===== config.mk =====
export PLATFORM = sky130hd
export DESIGN_NAME = netlist_writer
export DESIGN_NICKNAME = d
export VERILOG_FILES = /design/src/rtl/netlist_writer.sv
export SDC_FILE = /design/constraint.sdc
export NUM_CORES = 1
export LEC_CHECK = 0
export CORE_MARGIN = 1
export CORE_UTILIZATION = 55
export CTS_CLUSTER_DIAMETER = 200
export DETAILED_ROUTE_END_ITERATION = 12
export PLACE_DENSITY = 0.82
export SLEW_MARGIN = 20
export SYNTH_ARGS = -nofsm -noshare
export SYNTH_HDL_FRONTEND = slang
export SYNTH_SLANG_ARGS = --single-unit

===== constraint.sdc =====
create_clock -name clk -period 8.35 [get_ports clk]
set_input_delay 1.2525 -clock clk [delete_from_list [all_inputs] [get_ports clk]]
set_output_delay 1.2525 -clock clk [all_outputs]
set_load 0.02 [all_outputs]

===== src/rtl/netlist_writer.sv =====
// ---------------------------------------------------------------------------
// netlist_writer
//   Builds the netlist image read by the garbling-side netlist reader from a
//   32-bit word memory. On start it latches the six header counts and writes
//   four header words at addresses 0..3. It then accepts gate records over a
//   valid/ready stream and writes one packed word per gate at address 4+k.
//   Operand ordering and the XOR count are checked. done pulses once when
//   the image is complete.
//
// Ports
//   clk, rst                 clock, asynchronous active-high reset
//   start                    begin a new image (only looked at in IDLE)
//   init_size .. num_XOR     header counts, latched on an accepted start
//   g_valid / g_ready        gate record handshake
//   g_in0, g_in1             operand wire indices
//   g_logic, g_is_output     truth table (4'b0110 = XOR), output flag
//   mem_we/mem_addr/mem_wdata  memory write port (registered)
//   busy                     high in HDR and GATES
//   done                     one-cycle pulse in FIN
//   err                      sticky error, cleared by the next accepted start
// ---------------------------------------------------------------------------
module netlist_writer #(
    parameter int S = 13
) (
    input  logic         clk,
    input  logic         rst,
    input  logic         start,
    input  logic [S-1:0] init_size,
    input  logic [S-1:0] input_size,
    input  logic [S-1:0] dff_size,
    input  logic [S-1:0] output_size,
    input  logic [S-1:0] gate_size,
    input  logic [S-1:0] num_XOR,
    input  logic         g_valid,
    output logic         g_ready,
    input  logic [S-1:0] g_in0,
    input  logic [S-1:0] g_in1,
    input  logic [3:0]   g_logic,
    input  logic         g_is_output,
    output logic         mem_we,
    output logic [S-1:0] mem_addr,
    output logic [31:0]  mem_wdata,
    output logic         busy,
    output logic         done,
    output logic         err
);

    typedef enum logic [1:0] {IDLE, HDR, GATES, FIN} state_t;

    // Gate words start at address 4, so at most 2**S-5 gates fit the address space.
    localparam logic [S-1:0] MAX_GATES = S'((1 << S) - 5);

    state_t       state_reg, state_next;
    logic [1:0]   hdr_cnt_reg, hdr_cnt_next;
    logic [S-1:0] k_reg, k_next;
    logic [S-1:0] xor_cnt_reg, xor_cnt_next;
    logic [S-1:0] init_reg, init_next;
    logic [S-1:0] input_reg, input_next;
    logic [S-1:0] dff_reg, dff_next;
    logic [S-1:0] output_reg, output_next;
    logic [S-1:0] gate_reg, gate_next;
    logic [S-1:0] nxor_reg, nxor_next;
    logic         err_reg, err_next;
    logic         we_reg, we_next;
    logic [S-1:0] addr_reg, addr_next;
    logic [31:0]  wdata_reg, wdata_next;

    // Header words: {hi field at [2S-1:S], lo field at [S-1:0]}, rest zero.
    logic [S-1:0] hdr_hi [4];
    logic [S-1:0] hdr_lo [4];
    logic [31:0]  hdr_word [4];

    assign hdr_hi = '{'0, '0, dff_reg, nxor_reg};
    assign hdr_lo = '{init_reg, input_reg, output_reg, gate_reg};

    generate
        for (genvar gi = 0; gi < 4; gi++) begin : g_hdr
            assign hdr_word[gi] = {{(32 - 2 * S){1'b0}}, hdr_hi[gi], hdr_lo[gi]};
        end
    endgenerate

    logic [1:0]   hdr_idx;
    logic [S+1:0] w_sum;
    logic         accept;
    logic         order_bad;
    logic [31:0]  gate_word;

    assign hdr_idx   = hdr_cnt_reg + 2'd1;
    // Number of wires defined before gate k; both operands must index below it.
    assign w_sum     = {2'b00, init_reg} + {2'b00, input_reg} + {2'b00, dff_reg} + {2'b00, k_reg};
    assign accept    = (state_reg == GATES) && g_valid && (k_reg < gate_reg);
    assign order_bad = ({2'b00, g_in0} >= w_sum) || ({2'b00, g_in1} >= w_sum);
    assign gate_word = {{(27 - 2 * S){1'b0}}, g_in0, g_in1, g_logic, g_is_output};

    // State and datapath register.
    always_ff @(posedge clk or posedge rst) begin
        if (rst) begin
            state_reg   <= IDLE;
            hdr_cnt_reg <= '0;
            k_reg       <= '0;
            xor_cnt_reg <= '0;
            init_reg    <= '0;
            input_reg   <= '0;
            dff_reg     <= '0;
            output_reg  <= '0;
            gate_reg    <= '0;
            nxor_reg    <= '0;
            err_reg     <= 1'b0;
            we_reg      <= 1'b0;
            addr_reg    <= '0;
            wdata_reg   <= '0;
        end else begin
            state_reg   <= state_next;
            hdr_cnt_reg <= hdr_cnt_next;
            k_reg       <= k_next;
            xor_cnt_reg <= xor_cnt_next;
            init_reg    <= init_next;
            input_reg   <= input_next;
            dff_reg     <= dff_next;
            output_reg  <= output_next;
            gate_reg    <= gate_next;
            nxor_reg    <= nxor_next;
            err_reg     <= err_next;
            we_reg      <= we_next;
            addr_reg    <= addr_next;
            wdata_reg   <= wdata_next;
        end
    end

    // Next-state logic. Writes are prepared one cycle ahead so the memory
    // port is fully registered.
    always_comb begin
        state_next   = state_reg;
        hdr_cnt_next = hdr_cnt_reg;
        k_next       = k_reg;
        xor_cnt_next = xor_cnt_reg;
        init_next    = init_reg;
        input_next   = input_reg;
        dff_next     = dff_reg;
        output_next  = output_reg;
        gate_next    = gate_reg;
        nxor_next    = nxor_reg;
        err_next     = err_reg;
        we_next      = 1'b0;
        addr_next    = addr_reg;
        wdata_next   = wdata_reg;

        unique case (state_reg)
            IDLE: begin
                if (start) begin
                    if (gate_size > MAX_GATES) begin
                        err_next = 1'b1;
                    end else begin
                        init_next    = init_size;
                        input_next   = input_size;
                        dff_next     = dff_size;
                        output_next  = output_size;
                        gate_next    = gate_size;
                        nxor_next    = num_XOR;
                        err_next     = 1'b0;
                        k_next       = '0;
                        xor_cnt_next = '0;
                        hdr_cnt_next = 2'd0;
                        state_next   = HDR;
                        we_next      = 1'b1;
                        addr_next    = '0;
                        wdata_next   = {{(32 - S){1'b0}}, init_size};
                    end
                end
            end
            HDR: begin
                if (hdr_cnt_reg != 2'd3) begin
                    hdr_cnt_next = hdr_idx;
                    we_next      = 1'b1;
                    addr_next    = S'(hdr_idx);
                    wdata_next   = hdr_word[hdr_idx];
                end else if (gate_reg == '0) begin
                    state_next = FIN;
                    if (xor_cnt_reg != nxor_reg) err_next = 1'b1;
                end else begin
                    state_next = GATES;
                end
            end
            GATES: begin
                if (accept) begin
                    k_next     = k_reg + S'(1);
                    we_next    = 1'b1;
                    addr_next  = S'(4) + k_reg;
                    wdata_next = gate_word;
                    if (g_logic == 4'b0110) xor_cnt_next = xor_cnt_reg + S'(1);
                    if (order_bad) err_next = 1'b1;
                end
                // Leave only once the last write is on the port, so busy
                // covers it and FIN follows it directly.
                if (k_reg == gate_reg) begin
                    state_next = FIN;
                    if (xor_cnt_reg != nxor_reg) err_next = 1'b1;
                end
            end
            FIN: begin
                state_next = IDLE;
            end
            default: state_next = IDLE;
        endcase
    end

    // Outputs.
    always_comb begin
        g_ready   = (state_reg == GATES) && (k_reg < gate_reg);
        busy      = (state_reg == HDR) || (state_reg == GATES);
        done      = (state_reg == FIN);
        err       = err_reg;
        mem_we    = we_reg;
        mem_addr  = addr_reg;
        mem_wdata = wdata_reg;
    end

endmodule


Run 1, register map, names as in the netlist:
The bar under the picture is 50 µm long.
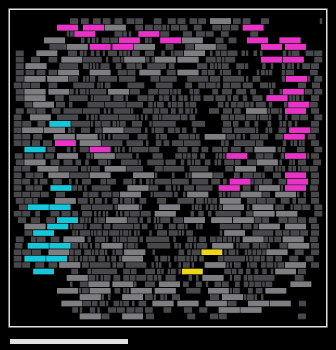
signal	colour	placed flops
hdr_cnt_reg	yellow	2
gate_reg	cyan	13
mem_wdata	magenta	31
not coloured	108
combined flip-flop and latch cell area: 0.003854 mm²
sequential portion of the cell area: 32.20%

Run 1, cell sizes after repair:
The bar under the picture is 50 µm long.
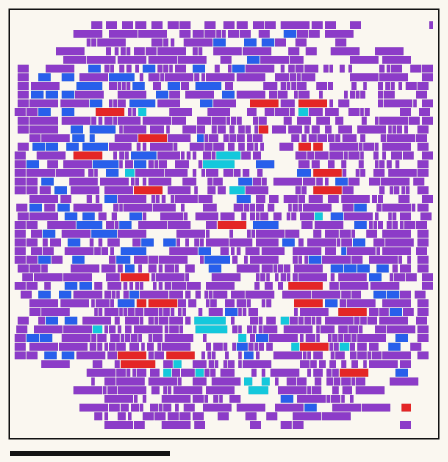
size	colour	cells	most used
x6 and larger	red	24	clkbuf_16
x3 and x4	cyan	20	buf_4
x2	blue	106	mux2_2
x1 and smaller	purple	929	clkdlybuf4s50_1
number of non-clock buffers: 168
final worst slack: 3554 ps
Final Instance Area: 0.01197 mm²

==> impl_table.tex, run 1 <==
% Yosys + OpenROAD metrics
\begin{tabular}{lr}
\hline
Metric & Value \\
\hline
\multicolumn{2}{l}{\textbf{Status}} \\
Run status & finished, final reports clean \\
\multicolumn{2}{l}{\textbf{Worst hold path}} \\
Worst min path class & reg2reg \\
Min-Delay Path Depth & 2 \\
\multicolumn{2}{l}{\textbf{Run}} \\
Number of max-capacitance violations reported & 0 \\
\multicolumn{2}{l}{\textbf{Worst setup path}} \\
Worst endpoint required time & 8630 ps \\
R2R depth & 18 \\
Crit path capture & err\$\_DFFE\_PP0P\_ \\
Worst Path Arrival & 5080 ps \\
\multicolumn{2}{l}{\textbf{Die}} \\
Horiz. Die Dim & 133.9 µm \\
Standard-cell row count & 47 \\
Floorplan-stage core utilization & 57.13\% \\
Overall die height & 133.9 µm \\
Total core area & 0.01676 mm² \\
\multicolumn{2}{l}{\textbf{Yosys}} \\
Yosys stat area & 0.009574 mm² \\
Synth Flop Type & sky130\_fd\_sc\_hd\_\_dfrtp\_1 \\
Area share of the largest cell type after synthesis & 40.25\% \\
Library cell occupying the most area in the post-synthesis netlist & sky130\_fd\_sc\_hd\_\_dfrtp\_1 \\
Yosys warning tally & 0 \\
\multicolumn{2}{l}{\textbf{Timing}} \\
Setup Total Neg Slack & 0 ps \\
Achievable clock frequency & 0.2085 GHz \\
Final tally of setup violations & 0 \\
Total count of max-transition violations in the final report & 0 \\
Relative slew slack & 27.31\% \\
\multicolumn{2}{l}{\textbf{Clock network}} \\
CTS HTree Levels & 4 \\
Clock-pin slew reported for the worst setup and hold paths after clock tree synthesis & 60 ps \\
Cts-stage hold buffer count & 0 \\
\multicolumn{2}{l}{\textbf{Layout}} \\
Filler Cell Count & 1269 \\
Number of nets in the final layout & 1261 \\
Proportion of layout cells with a drive suffix above 1 & 13.90\% \\
Fraction of the core area covered by cells at the end of the flow & 71.41\% \\
\multicolumn{2}{l}{\textbf{Placed design}} \\
Worst slack after detailed placement & 3601 ps \\
Area after detailed placement & 0.01138 mm² \\
Number of instances in the placed design & 1267 \\
\multicolumn{2}{l}{\textbf{Global route}} \\
Initial antenna violation count & 0 \\
Global-route wire length before repair & 41.68 mm \\
\multicolumn{2}{l}{\textbf{Detailed routing}} \\
Detailed-routed wire length on met3 & 2.085 mm \\
\hline
\end{tabular}
Run 1, clock network drawn from the DEF:
The bar under the picture is 50 µm long.
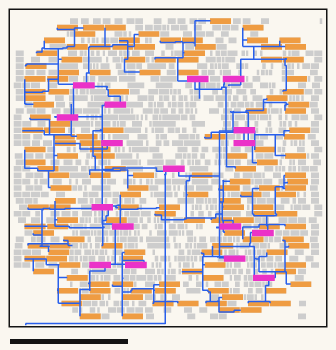
[flip-flops] orange | count: 154
[clock wires] blue | length: 1900 µm
[clock-net drivers] magenta | count: 17
flops lie	widely spread
routed clock nets	18
Fin Clk Skew: 5.892 ps
Late-Pin Clk Latency: 430 ps

## run 1: final cells by class
class / count / share of cell area, %
Sequential cell: 154 / 32.20
Multi-Input combinational cell: 653 / 44.37
Clock inverter: 15 / 1.380
Tap cell: 220 / 2.300
Inverter: 72 / 2.300
Timing Repair Buffer: 168 / 13.90
Clock buffer: 17 / 3.554
## run 1: critical path, stage by stage, from the launching register on
cell	delay (ps)
sky130_fd_sc_hd__dfrtp_1	470
sky130_fd_sc_hd__fa_1	600
sky130_fd_sc_hd__fa_1	430
sky130_fd_sc_hd__ha_1	250
sky130_fd_sc_hd__inv_1	90
sky130_fd_sc_hd__fa_1	250
sky130_fd_sc_hd__nor2b_4	60
sky130_fd_sc_hd__o2111a_2	280
sky130_fd_sc_hd__or3_1	370
sky130_fd_sc_hd__xnor2_1	250
sky130_fd_sc_hd__ha_1	300
sky130_fd_sc_hd__nand4_1	110
sky130_fd_sc_hd__o21bai_1	80
sky130_fd_sc_hd__a21oi_1	130
sky130_fd_sc_hd__o21ai_0	100
sky130_fd_sc_hd__maj3_1	360
sky130_fd_sc_hd__o21a_1	180
sky130_fd_sc_hd__a211oi_2	230
sky130_fd_sc_hd__o41ai_2	110
## run 1: layer usage
| metal | track usage [%] | vias up |
|---|---|---|
| li1 | - | 3538 |
| met2 | 48.42 | 385 |
| met5 | 0 | - |
| met3 | 5.518 | 57 |
| met1 | 43.47 | 3706 |
| met4 | 11.11 | 0 |
## run 1: kinds of logic after synthesis
| logic type | synth area share, % |
|---|---|
| AND/OR/NAND/NOR | 11.15 |
| multiplexers | 13.83 |
| XOR/XNOR | 4.391 |
| adder cells (fa/ha/maj) | 12.96 |
| buffers and inverters | 4.469 |
| other | 0.03917 |
| AND-OR/OR-AND | 12.91 |
| flip-flops | 40.25 |
==> run 2, diff against run 1 <==
Settings changed: CORE_UTILIZATION 55 to 54, PLACE_DENSITY 0.82 to 0.81.
Clock period 8.35 ns to 4.85 ns, I/O delays scaled along.
Run 2, the clock network:
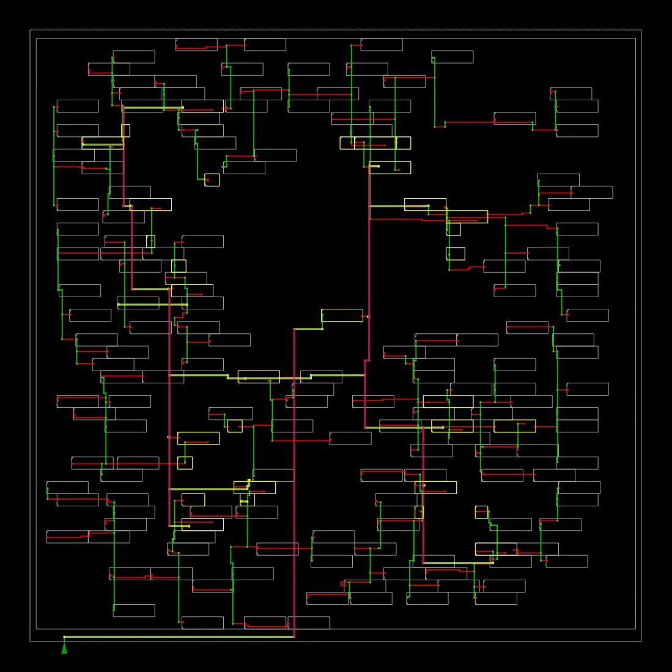
total CTS buffers: 17
Clock Sink Count: 154
final-layout clock buffer total: 18
FFs & Latches: 154

==> impl_table.tex, run 2 <==
% Yosys + OpenROAD metrics
\begin{tabular}{lr}
\hline
Metric & Value \\
\hline
\multicolumn{2}{l}{\textbf{Status}} \\
Run status & finished, final reports clean \\
\multicolumn{2}{l}{\textbf{Layout}} \\
Most common library cell in the layout ignoring fill and taps & sky130\_fd\_sc\_hd\_\_clkdlybuf4s50\_1 \\
Inverter count of the layout excluding clock inverters & 72 (unchanged) \\
Fraction of the core area covered by cells at the end of the flow & 69.51\% (-1.9 points) \\
Number of combinational gates with multiple inputs & 653 (unchanged) \\
Combined flip-flop and latch cell area & 0.003855 mm² (about the same) \\
Proportion of layout cells with a drive suffix above 1 & 14.71\% (+0.81 points) \\
Filler Cell Count & 1326 (+4.5\%) \\
Footprint of the multi-input gates & 0.005335 mm² \\
Final Instance Area & 0.01202 mm² (+0.45\%) \\
Signal buf overhead & 14.17\% (+0.27 points) \\
Sequential portion of the cell area & 32.06\% (-0.13 points) \\
Top class by area & combinational gates \\
Number of non-clock buffers & 170 (+1.2\%) \\
Area grow syn2layout & 25.58\% \\
Logic gate fraction of the total cell area & 44.38\% (about the same) \\
Clk tree area frac & 4.766\% (-0.17 points) \\
Number of nets in the final layout & 1263 (+0.16\%) \\
\multicolumn{2}{l}{\textbf{Yosys}} \\
Sequential element share of the synthesized area & 40.25\% \\
Yosys stat area & 0.009574 mm² (unchanged) \\
Synth top area cells & sky130\_fd\_sc\_hd\_\_dfrtp\_1, sky130\_fd\_sc\_hd\_\_mux2\_2, sky130\_fd\_sc\_hd\_\_ha\_1 \\
Synth Flop Type & sky130\_fd\_sc\_hd\_\_dfrtp\_1 \\
Count of instantiated cells in the yosys netlist & 918 \\
Distinct cell type count of the synthesized netlist & 63 \\
Area share of the largest cell type after synthesis & 40.25\% (unchanged) \\
Library cell occupying the most area in the post-synthesis netlist & sky130\_fd\_sc\_hd\_\_dfrtp\_1 \\
Yosys warning tally & 0 (unchanged) \\
\multicolumn{2}{l}{\textbf{Timing}} \\
Total count of max-transition violations in the final report & 0 (unchanged) \\
Final critical delay including setup and external delays & 4704 ps \\
Slew at the pin closest to its max-slew limit & 1025 ps \\
Achievable clock frequency & 0.2126 GHz (+2.0\%) \\
Final clock period utilization by the worst path & 96.98\% \\
Total count of hold-check failures in the final report & 0 \\
Final worst slack & 146.4 ps (-3408 ps) \\
Relative slew slack & 31.56\% (+4.3 points) \\
Fin Clk Skew & 8.207 ps (+2.315 ps) \\
Final tally of setup violations & 0 (unchanged) \\
Setup Total Neg Slack & 0 ps (unchanged) \\
\multicolumn{2}{l}{\textbf{Worst hold path}} \\
Min-Delay Path Depth & 2 (unchanged) \\
Worst min path class & reg2reg \\
\multicolumn{2}{l}{\textbf{Clock network}} \\
CTS HTree Levels & 4 (unchanged) \\
Clock-pin slew reported for the worst setup and hold paths after clock tree synthesis & 70 ps (about the same) \\
Cts-stage hold buffer count & 0 (unchanged) \\
Late-Pin Clk Latency & 440 ps (about the same) \\
Maximum buffer depth of the clock tree & 2 \\
\multicolumn{2}{l}{\textbf{Worst setup path}} \\
Worst Path Arrival & 5000 ps (-80 ps) \\
Dominant delay contributor by cell family on the critical path & adder cells \\
Ordered cell list for the critical path & inv\_1 > fa\_1 > inv\_1 > fa\_1 > ha\_1 > a21oi\_1 > nor2\_1 > or3\_1 > xnor2\_2 > ha\_1 > nand4\_1 > o21bai\_1 > a21oi\_1 > o21ai\_0 > maj3\_1 > o21a\_1 > a211oi\_2 > o41ai\_2 \\
Cell at the slowest stage of the critical path & sky130\_fd\_sc\_hd\_\_fa\_1 \\
Biggest cell delay along the critical path & 550 ps (-50 ps) \\
R2R depth & 18 (unchanged) \\
Number of buffers and inverters on the critical path & 2 (+1) \\
Worst endpoint required time & 5140 ps (-3490 ps) \\
Critical Path Fanout Max & 6 \\
\multicolumn{2}{l}{\textbf{Die}} \\
Floorplan-stage core utilization & 55.35\% (-1.8 points) \\
Overall die height & 135.2 µm (+0.91\%) \\
TAP cells & 225 (+2.3\%) \\
Standard-cell row count & 48 (+2.1\%) \\
Horiz. Die Dim & 135.2 µm (+0.91\%) \\
Total core area & 0.01730 mm² (+3.2\%) \\
\multicolumn{2}{l}{\textbf{Global route}} \\
Global-route wire length before repair & 41.85 mm (+0.41\%) \\
Maximum number of pins on one net before global-route repair & 155 \\
Initial antenna violation count & 0 (unchanged) \\
\multicolumn{2}{l}{\textbf{Placed design}} \\
Worst slack after detailed placement & 147.2 ps (-3454 ps) \\
Estimated wirelength of the detail-placed design & 20.13 mm \\
Area after detailed placement & 0.01143 mm² (+0.42\%) \\
Routability congestion estimate & 0.9503 \\
\multicolumn{2}{l}{\textbf{Run}} \\
Number of max-capacitance violations reported & 0 (unchanged) \\
Count of warning messages emitted by the tools & 31 \\
\hline
\end{tabular}
[run 2: stage by stage]
step	cells	hold WS, ps
after detailed placement	1274	467.4
after CTS	1306	481.9
after global routing	1306	502.0
final	1306	477.8
after global placement	1274	461.6
after floorplan	918	474.1
[run 2: layer usage]
metal | up-vias | GRT usage (%) | routed length (µm)
li1 | 3528 | - | -
met5 | - | 0 | 0
met3 | 52 | 5.425 | 2155
met2 | 348 | 48.58 | 12230
met4 | 0 | 11.67 | 795
met1 | 3735 | 42.73 | 11370
[run 2: cell families (layout without fill, tap and decap cells)]
logic type,Yosys count,in the layout,share of synthesized area [%]
AND-OR/OR-AND,181,181,12.91
multiplexers,106,106,13.83
other,1,1,0.03917
flip-flops,154,154,40.25
buffers and inverters,111,274,4.469
XOR/XNOR,48,48,4.391
AND/OR/NAND/NOR,233,233,11.15
adder cells (fa/ha/maj),84,84,12.96
[run 2: worst max path at each step]
| stage | start | endpoint | slack (ps) | cells after the start |
|---|---|---|---|---|
| after floorplan | k_reg[1]$_DFFE_PP0P_ | err$_DFFE_PP0P_ | 460 | 18 |
| after global routing | k_reg[5]$_DFFE_PP0P_ | err$_DFFE_PP0P_ | 3 | 18 |
| after CTS | k_reg[2]$_DFFE_PP0P_ | err$_DFFE_PP0P_ | 100 | 17 |
| after detailed placement | k_reg[1]$_DFFE_PP0P_ | err$_DFFE_PP0P_ | 150 | 18 |
| after global placement | k_reg[2]$_DFFE_PP0P_ | err$_DFFE_PP0P_ | 280 | 17 |
| final | k_reg[5]$_DFFE_PP0P_ | err$_DFFE_PP0P_ | 150 | 18 |
==> run 3, diff against run 2 <==
Settings changed: REMOVE_ABC_BUFFERS from default to 1.
Run 3, the clock network:
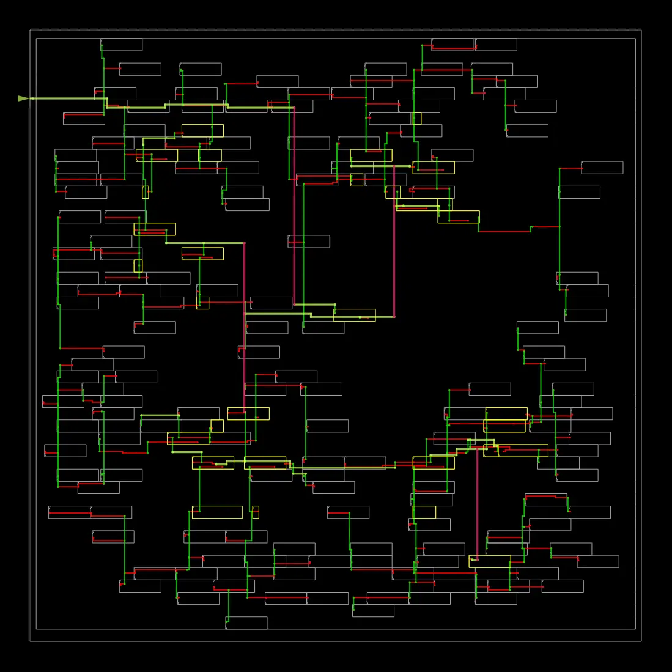
Fin Clk Skew: 7.551 ps
final-layout clock buffer total: 21

==> impl_table.tex, run 3 <==
% Yosys + OpenROAD metrics
\begin{tabular}{lr}
\hline
Metric & Value \\
\hline
\multicolumn{2}{l}{\textbf{Status}} \\
Run status & finished, final reports clean \\
\multicolumn{2}{l}{\textbf{Layout}} \\
Signal buf overhead & 14.39\% (+0.22 points) \\
Footprint of the multi-input gates & 0.005355 mm² (+0.38\%) \\
Filler Cell Count & 1276 (-3.8\%) \\
Logic gate fraction of the total cell area & 44.31\% (-0.069 points) \\
Area grow syn2layout & 26.24\% \\
Inverter count of the layout excluding clock inverters & 72 (unchanged) \\
Sequential portion of the cell area & 31.90\% (-0.16 points) \\
Number of nets in the final layout & 1266 (+0.24\%) \\
Clk tree area frac & 4.793\% (+0.027 points) \\
Most common library cell in the layout ignoring fill and taps & sky130\_fd\_sc\_hd\_\_clkdlybuf4s50\_1 \\
Number of non-clock buffers & 173 (+1.8\%) \\
Final Instance Area & 0.01209 mm² (+0.53\%) \\
Number of combinational gates with multiple inputs & 653 (unchanged) \\
\multicolumn{2}{l}{\textbf{Worst setup path}} \\
Worst Path Arrival & 4950 ps (-50 ps) \\
Number of buffers and inverters on the critical path & 1 (-1) \\
Worst endpoint required time & 5130 ps (about the same) \\
Cell at the slowest stage of the critical path & sky130\_fd\_sc\_hd\_\_fa\_1 \\
Dominant delay contributor by cell family on the critical path & adder cells \\
\multicolumn{2}{l}{\textbf{Timing}} \\
Achievable clock frequency & 0.2143 GHz (+0.80\%) \\
Setup Total Neg Slack & 0 ps (unchanged) \\
Slew at the pin closest to its max-slew limit & 1049 ps (+23.24 ps) \\
Final worst slack & 183.7 ps (+37.29 ps) \\
Final clock period utilization by the worst path & 96.21\% (-0.77 points) \\
Final critical delay including setup and external delays & 4666 ps (-37.29 ps) \\
Total count of max-transition violations in the final report & 0 (unchanged) \\
Total count of hold-check failures in the final report & 0 (unchanged) \\
Final tally of setup violations & 0 (unchanged) \\
\multicolumn{2}{l}{\textbf{Yosys}} \\
Synth top area cells & sky130\_fd\_sc\_hd\_\_dfrtp\_1, sky130\_fd\_sc\_hd\_\_mux2\_2, sky130\_fd\_sc\_hd\_\_ha\_1 \\
Synth Flop Type & sky130\_fd\_sc\_hd\_\_dfrtp\_1 \\
Yosys warning tally & 0 (unchanged) \\
Area share of the largest cell type after synthesis & 40.25\% (unchanged) \\
Count of instantiated cells in the yosys netlist & 918 (unchanged) \\
Yosys stat area & 0.009574 mm² (unchanged) \\
Distinct cell type count of the synthesized netlist & 63 (unchanged) \\
\multicolumn{2}{l}{\textbf{Global route}} \\
Global routing usage on met2 & 51.11\% (+2.5 points) \\
Met1 demand-to-capacity share in global routing & 42.50\% (-0.22 points) \\
Layer carrying the most global-route usage & met2 \\
Initial antenna violation count & 0 (unchanged) \\
\multicolumn{2}{l}{\textbf{Die}} \\
Standard-cell row count & 48 (unchanged) \\
Total core area & 0.01730 mm² (unchanged) \\
Overall die height & 135.2 µm (unchanged) \\
TAP cells & 225 (unchanged) \\
\multicolumn{2}{l}{\textbf{Clock network}} \\
Maximum buffer depth of the clock tree & 2 (unchanged) \\
Cts-stage hold buffer count & 0 (unchanged) \\
CTS HTree Levels & 4 (unchanged) \\
Late-Pin Clk Latency & 430 ps (about the same) \\
Clock Sink Count & 154 (unchanged) \\
\multicolumn{2}{l}{\textbf{Run}} \\
Number of max-capacitance violations reported & 0 (unchanged) \\
\multicolumn{2}{l}{\textbf{Worst hold path}} \\
Worst min path class & reg2reg \\
\hline
\end{tabular}
## run 3: cell counts after synthesis
Identical to the previous run, type by type.
## run 3: per-stage QoR
stage                     cells  hold WS (ps)  utilization, %
after floorplan             879         474.4               -
final                      1308         479.3           69.88
after detailed placement   1275         470.2           66.18
after global placement     1275         460.2           66.18
after global routing       1308         501.3           69.88
after CTS                  1306         484.2           69.53
## run 3: what timing repair did
action / CTS / global route
gates resized: 0 / 11
buffers inserted: 0 / 2
endpoints found under the setup margin: 0 / 1
## run 3: worst paths after layout
path	depth (start not counted)	from	end	slack, ps
max	18	k_reg[1]$_DFFE_PP0P_	err$_DFFE_PP0P_	180
min	2	mem_wdata[20]$_DFFE_PP0P_	mem_wdata[20]$_DFFE_PP0P_	480
max reg2reg	18	k_reg[1]$_DFFE_PP0P_	err$_DFFE_PP0P_	180
min reg2reg	2	mem_wdata[20]$_DFFE_PP0P_	mem_wdata[20]$_DFFE_PP0P_	480
max in group asynchronous	3	rst	k_reg[1]$_DFFE_PP0P_	3080
min in group asynchronous	2	rst	mem_wdata[30]$_DFFE_PP0P_	900
## run 3: logic make-up after synthesis
kind of cell | Yosys count | share of synthesized area, %
other | 1 | 0.03917
flip-flops | 154 | 40.25
multiplexers | 106 | 13.83
XOR/XNOR | 48 | 4.391
AND/OR/NAND/NOR | 233 | 11.15
adder cells (fa/ha/maj) | 84 | 12.96
AND-OR/OR-AND | 181 | 12.91
buffers and inverters | 111 | 4.469
## run 3: routing by layer
metal / part of all wire, % / vias to the layer above
li1: - / 3538
met1: 43 / 3882
met2: 47 / 355
met3: 6.9 / 59
met4: 3.3 / 0
met5: 0 / -
